Fig. 1: run 1, I/O pins on the die edge
Scale bar: 20 um. Pins as bars across the die edge, other pins in gray.
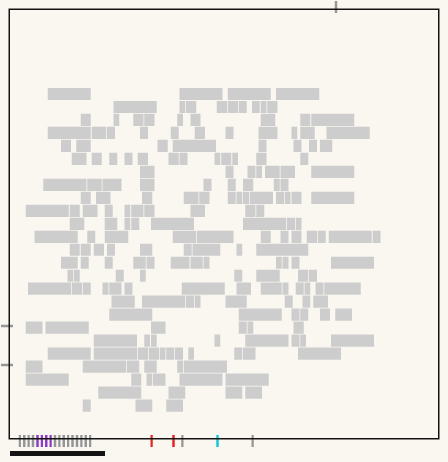
Fig. 2: run 1, placement view
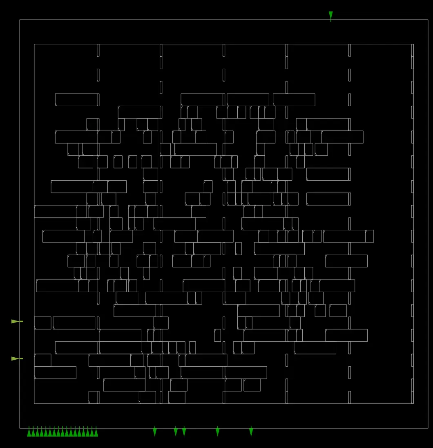
Fig. 3: run 1, met3 routing
Scale bar: 20 um.
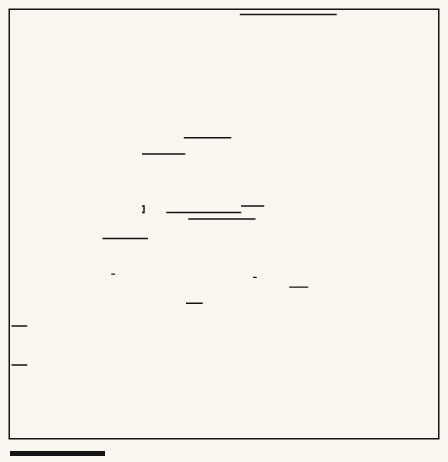
File: src/rtl/stopwatch_ctrl.sv
// Stopwatch control sequencer: button conditioning, run/pause/clear FSM and seconds-tick prescaler.
// Optional macro STOPWATCH_AUTOSTOP_EN adds a DONE state entered when 59:59 is ticked.
module stopwatch_ctrl #(
  parameter int TICK_DIV = 50000000,
  parameter int CNT_W    = 26
) (
  input  logic       clk,
  input  logic       rst,
  input  logic       btn_start_stop,
  input  logic       btn_clear,
  input  logic [3:0] min_tens_i,
  input  logic [3:0] min_units_i,
  input  logic [3:0] sec_tens_i,
  input  logic [3:0] sec_units_i,
  output logic       tick_o,
  output logic       clr_o,
  output logic       running_o,
  output logic [1:0] state_o
);

  typedef enum logic [1:0] {
    S_IDLE  = 2'b00,
    S_RUN   = 2'b01,
    S_PAUSE = 2'b10,
    S_DONE  = 2'b11
  } state_t;

  localparam logic [CNT_W-1:0] LP_TOP = CNT_W'(TICK_DIV - 1);

  state_t           r_state;
  state_t           w_next;
  logic [2:0]       r_ss_sync;   // [0]=s1, [1]=s2, [2]=s3 (edge history)
  logic [2:0]       r_clr_sync;
  logic [CNT_W-1:0] r_presc;
  logic             r_tick;
  logic             r_clr;
  logic             w_ss_edge;
  logic             w_clr_edge;
  logic             w_at_top;
  logic             w_count;
  logic             w_tick;

  // NOTE: sequential state uses non-blocking assignments so every flop samples pre-edge values.
  always_ff @(posedge clk or negedge rst) begin
    if (!rst) begin
      r_ss_sync  <= '0;
      r_clr_sync <= '0;
    end else begin
      r_ss_sync  <= {r_ss_sync[1:0], btn_start_stop};
      r_clr_sync <= {r_clr_sync[1:0], btn_clear};
    end
  end

  assign w_ss_edge  = r_ss_sync[1] & ~r_ss_sync[2];
  assign w_clr_edge = r_clr_sync[1] & ~r_clr_sync[2];
  assign w_at_top   = (r_presc == LP_TOP);

`ifdef STOPWATCH_AUTOSTOP_EN
  logic w_at_limit;
  assign w_at_limit = (min_tens_i == 4'd5) && (min_units_i == 4'd9) &&
                      (sec_tens_i == 4'd5) && (sec_units_i == 4'd9);
`else
  logic w_unused_digits;
  assign w_unused_digits = ^{min_tens_i, min_units_i, sec_tens_i, sec_units_i};
`endif

  always_ff @(posedge clk or negedge rst) begin
    if (!rst) r_state <= S_IDLE;
    else      r_state <= w_next;
  end

  // NOTE: every always_comb output gets a default first so no path can infer a latch.
  always_comb begin
    w_next  = r_state;
    w_count = 1'b0;
    w_tick  = 1'b0;
    if (w_clr_edge) begin
      w_next = S_IDLE;
    end else begin
      unique case (r_state)
        S_IDLE:  if (w_ss_edge) w_next = S_RUN;
        S_RUN: begin
          // Leaving RUN freezes the prescaler, so a tick due on this edge is dropped.
          if (w_ss_edge) begin
            w_next = S_PAUSE;
          end else begin
            w_count = 1'b1;
            if (w_at_top) begin
              w_tick = 1'b1;
`ifdef STOPWATCH_AUTOSTOP_EN
              if (w_at_limit) w_next = S_DONE;
`endif
            end
          end
        end
        S_PAUSE: if (w_ss_edge) w_next = S_RUN;
        S_DONE: begin
`ifdef STOPWATCH_AUTOSTOP_EN
          w_next = S_DONE;
`else
          w_next = S_IDLE;
`endif
        end
        default: w_next = S_IDLE;
      endcase
    end
  end

  always_ff @(posedge clk or negedge rst) begin
    if (!rst) begin
      r_presc <= '0;
    end else if (w_count) begin
      r_presc <= w_at_top ? '0 : r_presc + CNT_W'(1);
    end else if (w_next == S_IDLE || w_next == S_DONE) begin
      r_presc <= '0;
    end
  end

  always_ff @(posedge clk or negedge rst) begin
    if (!rst) begin
      r_tick <= 1'b0;
      r_clr  <= 1'b0;
    end else begin
      r_clr  <= w_clr_edge;
      r_tick <= w_tick & ~w_clr_edge;
    end
  end

  assign tick_o    = r_tick;
  assign clr_o     = r_clr;
  assign running_o = (r_state == S_RUN);
  assign state_o   = r_state;

endmodule
File: config.mk
export PLATFORM = sky130hd
export DESIGN_NAME = stopwatch_ctrl
export DESIGN_NICKNAME = d
export VERILOG_FILES = /design/src/rtl/stopwatch_ctrl.sv
export SDC_FILE = /design/constraint.sdc
export NUM_CORES = 1
export LEC_CHECK = 0
export CORE_MARGIN = 3
export CORE_UTILIZATION = 27
export CTS_CLUSTER_DIAMETER = 40
export DETAILED_ROUTE_END_ITERATION = 10
export GPL_TIMING_DRIVEN = 0
export PLACE_DENSITY = 0.48
export SYNTH_ARGS = -nofsm -noshare
export SYNTH_HDL_FRONTEND = slang
export SYNTH_SLANG_ARGS = --single-unit
export TNS_END_PERCENT = 30
File: constraint.sdc
create_clock -name clk -period 4.8 [get_ports clk]
set_input_delay 0.96 -clock clk [delete_from_list [all_inputs] [get_ports clk]]
set_output_delay 0.96 -clock clk [all_outputs]
set_load 0.005 [all_outputs]
==> flow_summary.toml, run 1 <==
# physical design summary
[route]
wl_met3_um = 96
wl_per_cell_um = 14.1

[floorplan]
die_y_um = 89.7

[finish]
logic_area_sq_um = 925
seq_cells = 36
inv_count = 4
fin_cells = 306

[synth]
synth-xor-area-share = 0
synthTopCellsByCount = "dfrtp_1 (36), a31oi_1 (17), nand2_1 (17)"
ys_sh_mux = 0.0106

[clock_tree]
cts_max_level = 2
path_clk_slew_ns = 0.07

[placed_design]
dp_hpwl_um = 3010
gp_congestion = 0.769

[pwr]
seqPwrFrac = 0.485
clk-power_mw = 0.267

[setup_path]
critPathBufInv = 1
critPathMaxStageDelay_ns = 0.50
worst_setup_path_end_kind = "output port"

[timing]
relSlewSlack = 0.423
hold_viol_final = 0
fmax_mhz = 420
drv_slew = 0
finalWorstSetupSlack_ns = 2.42
finalCritPeriodShare = 0.496

[status]
status = "complete, no violations"

[grt]
grt_use_total = 0.127
grtUsageMet1 = 0.177
-- Fig. 1 (at the start) --
legend:
  min_units_i:
    color: purple
    pins: 4
    direction: input
    edge: bottom
  tick_o:
    color: cyan
    pins: 1
    direction: output
    edge: bottom
  state_o:
    color: red
    pins: 2
    direction: output
    edge: bottom

-- Fig. 2 (at the start) --
# rows: 29
filler instances: 680
flop share of the area: 0.411

-- Fig. 3 (at the start) --
longest straight run: 20.0 um
main direction: horizontal

==> run 2, diff against run 1 <==
- PLACE_DENSITY: 0.48 -> 0.5
- clock period: 4.8 -> 2.1 ns (I/O delays scaled with it)
Fig. 4: run 2, wiring by layer
Scale bar: 20 um.
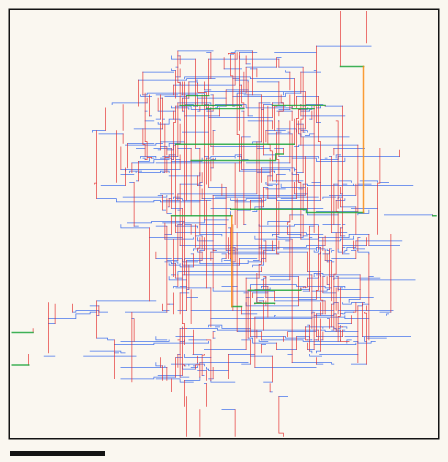
legend:
  metal 2:
    color: red
    wire_length: 2060 um
  metal 4:
    color: orange
    wire_length: 49.6 um
  metal 3:
    color: green
    wire_length: 158 um
  metal 1:
    color: blue
    wire_length: 2210 um

==> flow_summary.toml, run 2 <==
# physical design summary
[status]
status = "complete, no violations"

[pwr]
seqPwrFrac = 0.485
clk-power_mw = 0.606

[finish]
fin_cells = 306
seq_cells = 36
fill_cells = 673
logic_area_sq_um = 930

[grt]
grt_use_total = 0.128
grtUsageMet1 = 0.175

[synth]
synth-xor-area-share = 0
ys_sh_mux = 0.0106
synthTopCellsByCount = "dfrtp_1 (36), a31oi_1 (17), nand2_1 (17)"

[timing]
hold_viol_final = 0
relSlewSlack = 0.449
finalWorstSetupSlack_ns = 0.174
drv_slew = 0
finalCritPeriodShare = 0.917

[placed_design]
dp_hpwl_um = 3070
gp_congestion = 0.762

[setup_path]
worst_setup_path_end_kind = "register"
critPathBufInv = 1

[floorplan]
die_y_um = 89.7
rows = 29

[route]
wl_per_cell_um = 14.6
Fig. 5: run 2, placement view
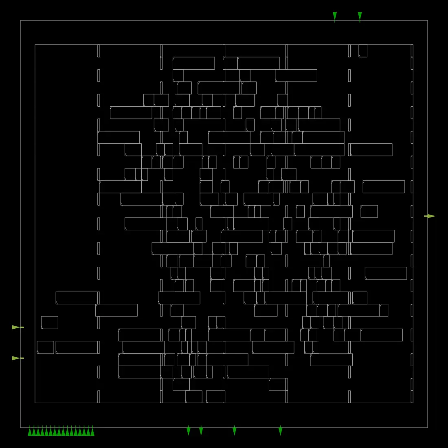
flop share of the area: 0.410
# Taps: 93

